[config.mk]
export PLATFORM = sky130hd
export DESIGN_NAME = mul_seq
export DESIGN_NICKNAME = d
export VERILOG_FILES = /design/src/rtl/mul_pkg.sv /design/src/rtl/mul_seq_dp.sv /design/src/rtl/mul_seq.sv
export SDC_FILE = /design/constraint.sdc
export NUM_CORES = 1
export LEC_CHECK = 0
export CAP_MARGIN = 20
export CORE_MARGIN = 5
export CORE_UTILIZATION = 48
export DETAILED_ROUTE_END_ITERATION = 12
export PLACE_DENSITY_LB_ADDON = 0.1
export RECOVER_POWER = 50
export REMOVE_ABC_BUFFERS = 1
export SLEW_MARGIN = 10
export SYNTH_ARGS = -nofsm -noshare
export SYNTH_HDL_FRONTEND = slang
export SYNTH_HIERARCHICAL = 1
export SYNTH_SLANG_ARGS = --single-unit
[constraint.sdc]
create_clock -name clk -period 2.1 [get_ports clk]
set_input_delay 0.42 -clock clk [delete_from_list [all_inputs] [get_ports clk]]
set_output_delay 0.42 -clock clk [all_outputs]
set_load 0.005 [all_outputs]
[src/rtl/mul_pkg.sv]
// Shared definitions for the sequential shift-add multiplier: FSM state
// encoding and counter sizing helper.
package mul_pkg;

    typedef enum logic [1:0] {
        ST_IDLE = 2'd0,
        ST_CALC = 2'd1,
        ST_DONE = 2'd2,
        ST_FIX  = 2'd3
    } mul_state_e;

    function automatic int cnt_width(input int w);
        return $clog2(w + 1);
    endfunction

endpackage

[src/rtl/mul_seq_dp.sv]
// Datapath of mul_seq: operand, accumulator and product registers plus the
// adder. MUL_SIGNED_EN adds magnitude capture at load and a final negate.
module mul_seq_dp
    import mul_pkg::*;
#(
    parameter int WIDTH = 8
) (
    input  logic               clk,
    input  logic               rst_n,
    input  logic               load_i,
    input  logic               step_i,
`ifdef MUL_SIGNED_EN
    input  logic               fix_i,
`else
    input  logic               last_i,
`endif
    input  logic [WIDTH-1:0]   a_i,
    input  logic [WIDTH-1:0]   b_i,
    output logic [2*WIDTH-1:0] p_o
);

    logic [WIDTH-1:0]   mcand_q, mcand_d;
    logic [WIDTH-1:0]   acc_q, acc_d;
    logic [WIDTH-1:0]   mplier_q, mplier_d;
    logic [2*WIDTH-1:0] p_q, p_d;
    logic [WIDTH:0]     sum_s;
    logic [WIDTH-1:0]   a_mag_s, b_mag_s;
`ifdef MUL_SIGNED_EN
    logic               neg_q, neg_d;
`endif

    // Operand capture, one shift-add iteration per step, product registration
    always_comb begin
        mcand_d  = mcand_q;
        acc_d    = acc_q;
        mplier_d = mplier_q;
        p_d      = p_q;
`ifdef MUL_SIGNED_EN
        neg_d    = neg_q;
        a_mag_s  = a_i[WIDTH-1] ? ({WIDTH{1'b0}} - a_i) : a_i;
        b_mag_s  = b_i[WIDTH-1] ? ({WIDTH{1'b0}} - b_i) : b_i;
`else
        a_mag_s  = a_i;
        b_mag_s  = b_i;
`endif
        // carry lands in sum_s[WIDTH] and is shifted into the top of acc
        sum_s = {1'b0, acc_q} + (mplier_q[0] ? {1'b0, mcand_q} : {(WIDTH+1){1'b0}});
        if (load_i) begin
            mcand_d  = a_mag_s;
            mplier_d = b_mag_s;
            acc_d    = {WIDTH{1'b0}};
`ifdef MUL_SIGNED_EN
            neg_d    = a_i[WIDTH-1] ^ b_i[WIDTH-1];
`endif
        end else if (step_i) begin
            acc_d    = sum_s[WIDTH:1];
            mplier_d = {sum_s[0], mplier_q[WIDTH-1:1]};
        end else begin
            acc_d    = acc_q;
        end
`ifdef MUL_SIGNED_EN
        if (fix_i) begin
            p_d = neg_q ? ({(2*WIDTH){1'b0}} - {acc_q, mplier_q}) : {acc_q, mplier_q};
        end else begin
            p_d = p_q;
        end
`else
        if (step_i && last_i) begin
            p_d = {acc_d, mplier_d};
        end else begin
            p_d = p_q;
        end
`endif
    end

    // Datapath registers
    always_ff @(posedge clk or negedge rst_n) begin
        if (!rst_n) begin
            mcand_q  <= {WIDTH{1'b0}};
            acc_q    <= {WIDTH{1'b0}};
            mplier_q <= {WIDTH{1'b0}};
            p_q      <= {(2*WIDTH){1'b0}};
`ifdef MUL_SIGNED_EN
            neg_q    <= 1'b0;
`endif
        end else begin
            mcand_q  <= mcand_d;
            acc_q    <= acc_d;
            mplier_q <= mplier_d;
            p_q      <= p_d;
`ifdef MUL_SIGNED_EN
            neg_q    <= neg_d;
`endif
        end
    end

    assign p_o = p_q;

endmodule

[src/rtl/mul_seq.sv]
// Sequential shift-add multiplier top: handshake FSM driving mul_seq_dp.
// Define MUL_SIGNED_EN for two's complement operands (adds a FIX state).
module mul_seq
    import mul_pkg::*;
#(
    parameter int WIDTH = 8
) (
    input  logic               clk,
    input  logic               rst_n,
    input  logic               in_valid,
    output logic               in_ready,
    input  logic [WIDTH-1:0]   a,
    input  logic [WIDTH-1:0]   b,
    output logic               out_valid,
    input  logic               out_ready,
    output logic [2*WIDTH-1:0] p
);

    localparam int CNT_W = cnt_width(WIDTH);
    localparam logic [CNT_W-1:0] CNT_LAST = CNT_W'(WIDTH - 1);
    localparam logic [CNT_W-1:0] CNT_ONE  = CNT_W'(1);

    mul_state_e       state_q, state_d;
    logic [CNT_W-1:0] cnt_q, cnt_d;
    logic             in_ready_q, out_valid_q;
    logic             load_s, step_s, last_s;
`ifdef MUL_SIGNED_EN
    logic             fix_s;
`endif

    // Next-state, counter and datapath strobes
    always_comb begin
        state_d = state_q;
        cnt_d   = cnt_q;
        load_s  = 1'b0;
        step_s  = 1'b0;
        last_s  = 1'b0;
`ifdef MUL_SIGNED_EN
        fix_s   = 1'b0;
`endif
        case (state_q)
            ST_IDLE: begin
                if (in_valid) begin
                    load_s  = 1'b1;
                    cnt_d   = {CNT_W{1'b0}};
                    state_d = ST_CALC;
                end else begin
                    state_d = ST_IDLE;
                end
            end
            ST_CALC: begin
                step_s = 1'b1;
                cnt_d  = cnt_q + CNT_ONE;
                if (cnt_q == CNT_LAST) begin
                    last_s = 1'b1;
`ifdef MUL_SIGNED_EN
                    state_d = ST_FIX;
`else
                    state_d = ST_DONE;
`endif
                end else begin
                    state_d = ST_CALC;
                end
            end
`ifdef MUL_SIGNED_EN
            ST_FIX: begin
                fix_s   = 1'b1;
                state_d = ST_DONE;
            end
`endif
            ST_DONE: begin
                if (out_ready) begin
                    state_d = ST_IDLE;
                end else begin
                    state_d = ST_DONE;
                end
            end
            default: begin
                state_d = ST_IDLE;
            end
        endcase
    end

    // State, counter and registered handshake outputs
    always_ff @(posedge clk or negedge rst_n) begin
        if (!rst_n) begin
            state_q     <= ST_IDLE;
            cnt_q       <= {CNT_W{1'b0}};
            in_ready_q  <= 1'b1;
            out_valid_q <= 1'b0;
        end else begin
            state_q     <= state_d;
            cnt_q       <= cnt_d;
            in_ready_q  <= (state_d == ST_IDLE);
            out_valid_q <= (state_d == ST_DONE);
        end
    end

    assign in_ready  = in_ready_q;
    assign out_valid = out_valid_q;

    mul_seq_dp #(
        .WIDTH (WIDTH)
    ) u_dp (
        .clk    (clk),
        .rst_n  (rst_n),
        .load_i (load_s),
        .step_i (step_s),
`ifdef MUL_SIGNED_EN
        .fix_i  (fix_s),
`else
        .last_i (last_s),
`endif
        .a_i    (a),
        .b_i    (b),
        .p_o    (p)
    );

`ifdef MUL_SIGNED_EN
    logic unused_last_s;
    assign unused_last_s = last_s;
`endif

endmodule
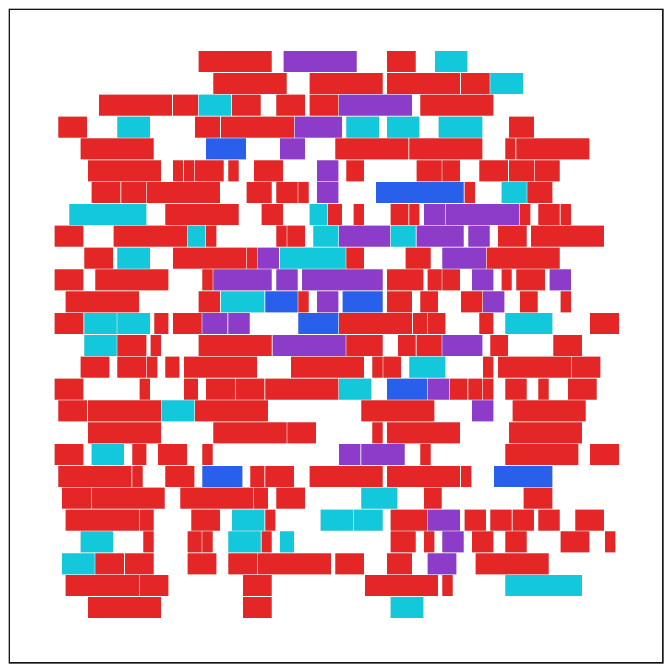
(run_1/drive_strength.png)
blue -> drive 6 and up  # cells 8, share 3.1%, most used clkbuf_8
cyan -> drive 2  # cells 34, share 13%, most used mux2_2
red -> drive 1 or less  # cells 186, share 72%, most used dfrtp_1
purple -> drive 3 to 4  # cells 31, share 12%, most used buf_4
Layout area overhead: 31.19%
nonclk buf count: 56
setup slack after layout: 78.03 ps

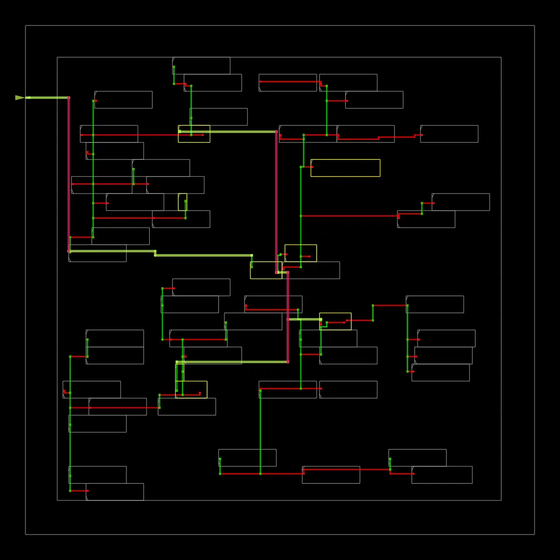
(run_1/final_clocks.png)
skew final: 5.899 ps
clk latency late pin: 300 ps
seq_cells: 48
clock buffer count from CTS: 5
clk pwr: 641 µW

==> run_results.csv, run 1 <==
group,metric,value,unit
logic_synthesis,ys_cells,203,
grt,grt_pass1_vias,1771,
setup_path,endpoint_kind,"flop",
route,initialDrtViolationCount,91,
layout,mi_logic_area,1254,µm²
route,wire_per_inst,16.01,µm
logic_synthesis,synthXorXnorAreaFrac,0.01439,
layout,seq_share,0.3768,
layout,layout_top_cells,"dfrtp_1, clkdlybuf4s50_1, mux2_2",
placed_design,placedCellCount,315,
route,first_pass_iters,4,
layout,nets,288,
grt,antenna_found_initial,0,
logic_synthesis,yosys_warnings,6,
setup_path,path_max_fanout,4,
grt,grt_max_degree,32,
floorplanning,core_area,5010,µm²
layout,largest_reg_flops,16,
floorplanning,die_w,81.22,µm
setup_path,startpoint_type,"flop",
cts,post_cts_buffers,1,
setup_path,crit_required,2310,ps
floorplanning,pin_count,38,
pwr,p_total,4.942,mW
layout,drive_gt1_frac,0.2819,
logic_synthesis,numSynthFlops,48,
setup_path,crit_cells,8,
floorplanning,dieHeight,81.22,µm
setup_path,arrival,2230,ps
sta,finalSetupViolCount,0,
placed_design,place_ws,-38.42,ps
logic_synthesis,netlist-cell-type-count,51,
layout,nonClkBufAreaFrac,0.1618,
floorplanning,dieArea,6597,µm²
logic_synthesis,top_area_cell,"dfrtp_1",
route,ant_nets,0,
logic_synthesis,edf_count,0,
cts,h-tree-depth,2,
sta,rsz0062_at_grt,"true",
route,vias,1758,
layout,comb_area_frac,0.3925,
min_path,hp-class,"input pin to async pin",
grt,grt_pass1_wl,8.404,mm
setup_path,worst_path_max_delay_cell,"dfrtp_2",
logic_synthesis,ys_async_sr_fraction,1.000,
placed_design,gp_congestion,0.8589,
logic_synthesis,yosys.area.top_type_share,0.4830,
run_status,status,"complete, no violations",
setup_path,crit_type,"flop to flop",
sta,whs,276.0,ps
logic_synthesis,synth_cells,203,
cts,hold_buffers,0,
logic_synthesis,synth.comb.largest_family,"AND-OR/OR-AND gates",
logic_synthesis,ys.flop_type,"dfrtp_1",
cts,cts_resized,2,
logic_synthesis,synthTopCellsByArea,"dfrtp_1, mux2_2, ha_1, mux2i_1, nand2_1",
layout,n_all_inverters,7,
job,warning_count,26,
setup_path,reg2regPathDepth,8,
route,drc_errors,0,
sta,tightest_slew,1036,ps
route,finalWirelength,5.266,mm
setup_path,r2r_slack,80,ps
logic_synthesis,seq_area_frac_synth,0.4938,
sta,finalMaxSlewViolations,0,
route,post_drt_via_cell_ratio,5.343,
layout,antenna_cells,0,
logic_synthesis,yosys.cell_count.top_type,"dfrtp_1",
logic_synthesis,mux_share,0.1351,
layout,clkCellAreaFrac,0.03329,
sta,relSlewSlack,0.3096,
floorplanning,n_tap_cell,70,
pwr,vdd_ir_drop_max,0.7103,mV
logic_synthesis,aoi_share,0.1578,
layout,logic_gate_count,140,
setup_path,cp-startpoint,"u_dp/mplier_q[0]",
logic_synthesis,ys_chip_area,2435,µm²
sta,hold_violations,0,
setup_path,cp_cell_sequence,"and2_4, ha_2, buf_4, a211oi_4, nor2_2, o41ai_4, xor2_1, o31ai_1",
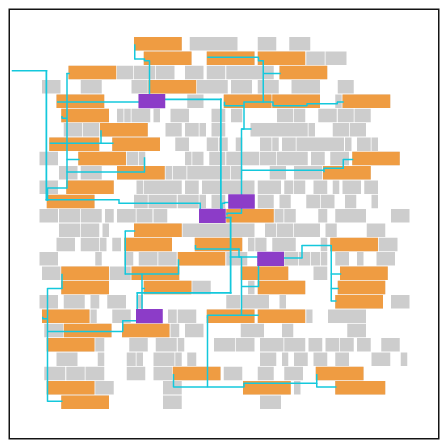
(run_1/clock_map.png)
cyan -> clock wires  # length 551 µm
purple -> cells driving clock nets  # count 5
orange -> flip-flops  # count 48
routed clock nets = 6
flops lie = all over the die
Clock Power Share: 0.130

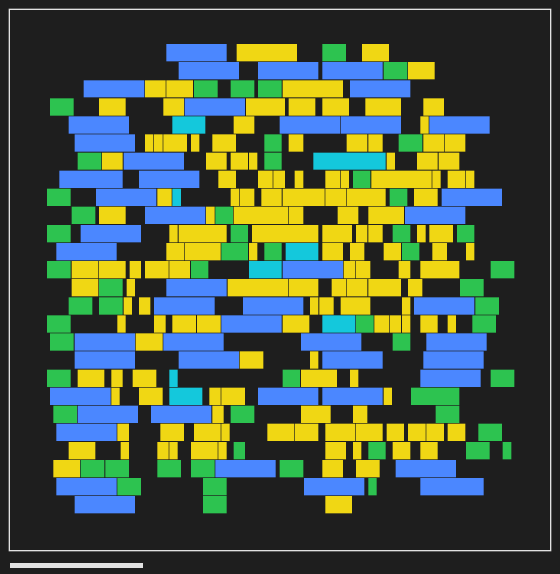
(run_1/cell_classes.png)
Scale bar: 20 µm.
blue -> flip-flops  # cells 48, share of their area 39%
cyan -> clock drivers and dummy loads  # cells 8, share of their area 3.4%
yellow -> all other logic  # cells 147, share of their area 41%
green -> other buffers and delay cells  # cells 56, share of their area 17%
Final Util: 0.6376
FP Rows: 26

==> run 1: report_power, final <==
part           internal [mW]  leakage (nW)  switching [mW]
Sequential              1.38         0.588           0.289
Clock                  0.356        0.0524           0.285
Combinational           1.45         0.779            1.18
==> run 1: worst register-to-register path, stage by stage (launching register included) <==
cell and delay, ps:
dfrtp_2 440, and2_4 150, ha_2 170, buf_4 140
a211oi_4 230, nor2_2 80, o41ai_4 370, xor2_1 130
o31ai_1 230
==> run 1: logic make-up after synthesis <==
logic type,after synthesis
simple gates,50
flops,48
compound gates,46
mux,30
buf+inv,15
fa+ha+maj,10
xor+xnor,4
==> run 1: metal layers <==
metal	global-route usage	up-vias	routed length, µm
li1	-	844	-
met1	0.2166	870	2433
met2	0.2775	37	2544
met5	0	-	0
met3	0.04324	7	227
met4	0.05068	0	61
==> run 1 -> run 2 <==
--- a/config.mk
+++ b/config.mk
@@ -5,10 +5,10 @@
 export SDC_FILE = /design/constraint.sdc
 export NUM_CORES = 1
 export LEC_CHECK = 0
-export CAP_MARGIN = 20
 export CORE_MARGIN = 5
 export CORE_UTILIZATION = 48
 export DETAILED_ROUTE_END_ITERATION = 12
+export GPL_ROUTABILITY_DRIVEN = 0
 export PLACE_DENSITY_LB_ADDON = 0.1
 export RECOVER_POWER = 50
 export REMOVE_ABC_BUFFERS = 1
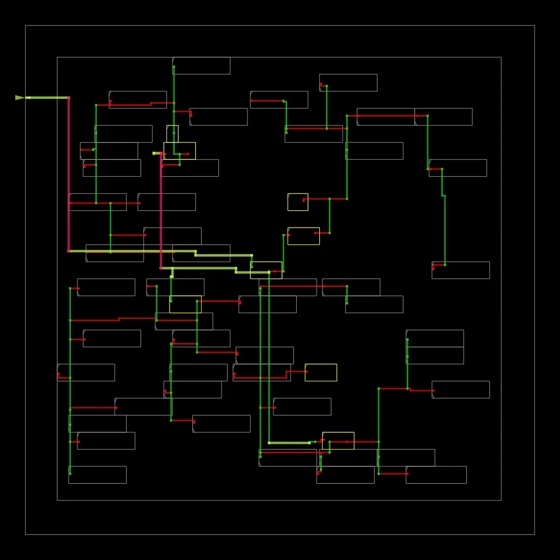
(run_2/final_clocks.png)
skew final: 5.012 ps
CLK BUF: 6
clk pwr: 583 µW
CTS Sinks: 48

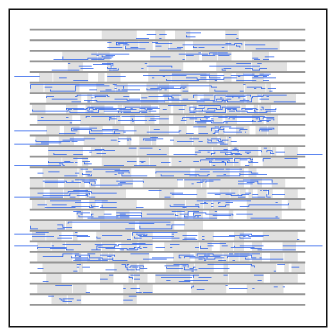
(run_2/met1.png)
Supply wires on this layer in gray. Cells faint in the background.
nets with wire on the layer = 258
share of all routed wire = 43%
wire length on this layer = 2320 µm

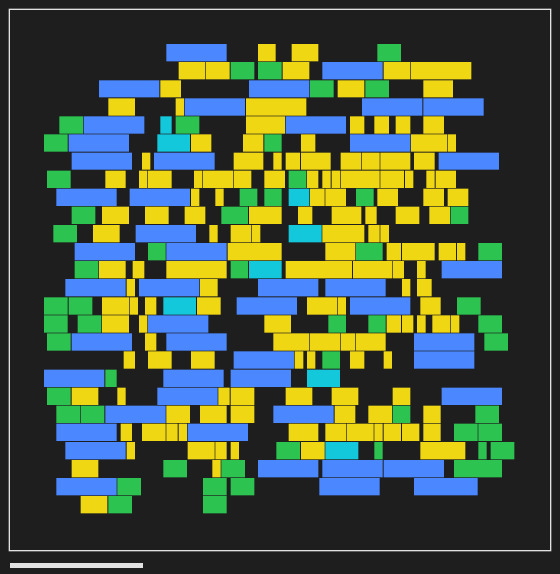
(run_2/cell_classes.png)
Scale bar: 20 µm.
blue -> flip-flops  # cells 48, share of their area 39%
cyan -> clock drivers and dummy loads  # cells 8, share of their area 3.1%
green -> other buffers and delay cells  # cells 54, share of their area 16%
yellow -> all other logic  # cells 147, share of their area 42%
Final Util: 0.6339
sequential share of cell area: 0.3786
core area: 5010 µm²

==> run 2 against run 1 <==
Compared with the run above: the flow now finishes with violations (negative setup slack); worst hold slack better by 130 ps; die area unchanged; clock power fell by 9.0%; worst setup slack worse by 100 ps; fmax down 4.8%; register-to-register slack worse by 100 ps; utilization is 0.37 points lower; count of clock-buffer cells in the layout is 1 lower; non-clock buffer count fell by 2; critical endpoint is now u_dp/p_o[13]; highest routed layer unchanged.
==> run_results.csv, run 2 <==
group,metric,value,unit
grt,grt_max_degree,26,
route,dr_wl_met2,2.814,mm
sta,rsz0062_at_grt,"true",
setup_path,crit_required,2310,ps
floorplanning,die_w,81.22,µm
logic_synthesis,yosys.area.top_type_share,0.4830,
pwr,pwr-share-comb,0.543,
pwr,combinationalPower,2.64,mW
setup_path,crit_cells,10,
sta,whs,401.1,ps
sta,finalMaxSlewViolations,0,
pwr,power.group.top,"combinational logic",
logic_synthesis,synth_cells,203,
sta,fin_ws,-23.30,ps
cts,cts_resized,3,
logic_synthesis,ys_sh_simple,0.1131,
grt,grt_pass1_vias,1854,
setup_path,crit_buf_inv,2,
logic_synthesis,ys.flop_type,"dfrtp_1",
setup_path,crit_type,"flop to flop",
logic_synthesis,synth.comb.largest_family,"AND-OR/OR-AND gates",
setup_path,arrival,2330,ps
route,ant_nets,0,
route,met3_length,213,µm
pwr,seq_power,1.64,mW
cts,hold_buffers,0,
route,initialDrtViolationCount,75,
floorplanning,pin_count,38,
setup_path,endpoint,"u_dp/p_o[13]",
route,highest_layer,"met4",
layout,antenna_cells,0,
run_status,status,"complete, but fails checks",
logic_synthesis,ys_cells,203,
logic_synthesis,mux_share,0.1351,
setup_path,startpoint_type,"flop",
logic_synthesis,top_area_cell,"dfrtp_1",
pwr,p_clk_frac,0.120,
logic_synthesis,ys_async_sr_fraction,1.000,
placed_design,placedCellCount,314,
setup_path,reg2regPathDepth,10,
sta,tightest_slew,1345,ps
logic_synthesis,numSynthFlops,48,
layout,layout_top_cells,"dfrtp_1, clkdlybuf4s50_1, mux2_2",
cts,post_cts_buffers,1,
route,vias,1755,
setup_path,path_max_fanout,5,
setup_path,cp_cell_sequence,"and2_4, ha_4, inv_2, fa_2, nor2b_4, o21ai_4, a21oi_4, buf_6, o21a_1, o41ai_2",
floorplanning,dieArea,6597,µm²
route,finalWirelength,5.387,mm
route,wire_per_inst,16.47,µm
pwr,switching_share,0.3711,
setup_path,r2r_slack,-20,ps
grt,use_met3,0.03326,
grt,use_met1,0.2231,
pwr,p_switching,1.808,mW
floorplanning,dieHeight,81.22,µm
route,first_pass_iters,4,
pwr,p_seq_frac,0.338,
min_path,hp-class,"input pin to async pin",
grt,met2_usage,0.2775,
logic_synthesis,seq_area_frac_synth,0.4938,
setup_path,cp-startpoint,"u_dp/mplier_q[0]",
cts,clkLatencyLatePin,300,ps
layout,nets,286,
route,drc_errors,0,
job,warning_count,27,
sta,hold_violations,0,
setup_path,endpoint_kind,"flop",
cts,h-tree-depth,2,
logic_synthesis,edf_count,0,
layout,largest_reg_flops,16,
layout,area_growth,30.42,%
logic_synthesis,aoi_share,0.1578,
route,post_drt_via_cell_ratio,5.367,
sta,relSlewSlack,0.1033,
logic_synthesis,yosys.cell_count.top_type,"dfrtp_1",
pwr,p_int,3.064,mW
logic_synthesis,netlist-cell-type-count,51,
sta,finalSetupViolCount,1,
route,wirelength_met1,2.316,mm
cts,cts_made_buffers,5,
run_status,violations,"negative setup slack",
floorplanning,rows,26,
pwr,p_total,4.873,mW
layout,drive_gt1_frac,0.2840,
logic_synthesis,synthTopCellsByArea,"dfrtp_1, mux2_2, ha_1, mux2i_1, nand2_1",
run 2: per-stage QoR:
step,TNS (ps),worst slack [ps]
6_report,-23.30,-23.30
4_1_cts,-42.42,-22.35
3_5_place_dp,-64.34,-39.44
5_1_grt,-302.8,-87.41
2_1_floorplan,-5873,-467.6
3_3_place_gp,0,34.26
run 2: area by class of cell:
class                      count  area, µm²
multi-input combinational    140       1257
tap                           70      87.58
sequential                    48       1202
inverter                       7      26.28
timing repair buffer          54      505.5
clock inverter                 2      13.76
fill                         434       1834
clock buffer                   6      82.58
run 2: cells by family (layout without fill, tap and decap cells):
group | Yosys count | after routing
buf+inv | 15 | 69
xor+xnor | 4 | 4
compound gates | 46 | 46
fa+ha+maj | 10 | 10
simple gates | 50 | 50
mux | 30 | 30
flops | 48 | 48
Power and IR drop assume default switching activity.
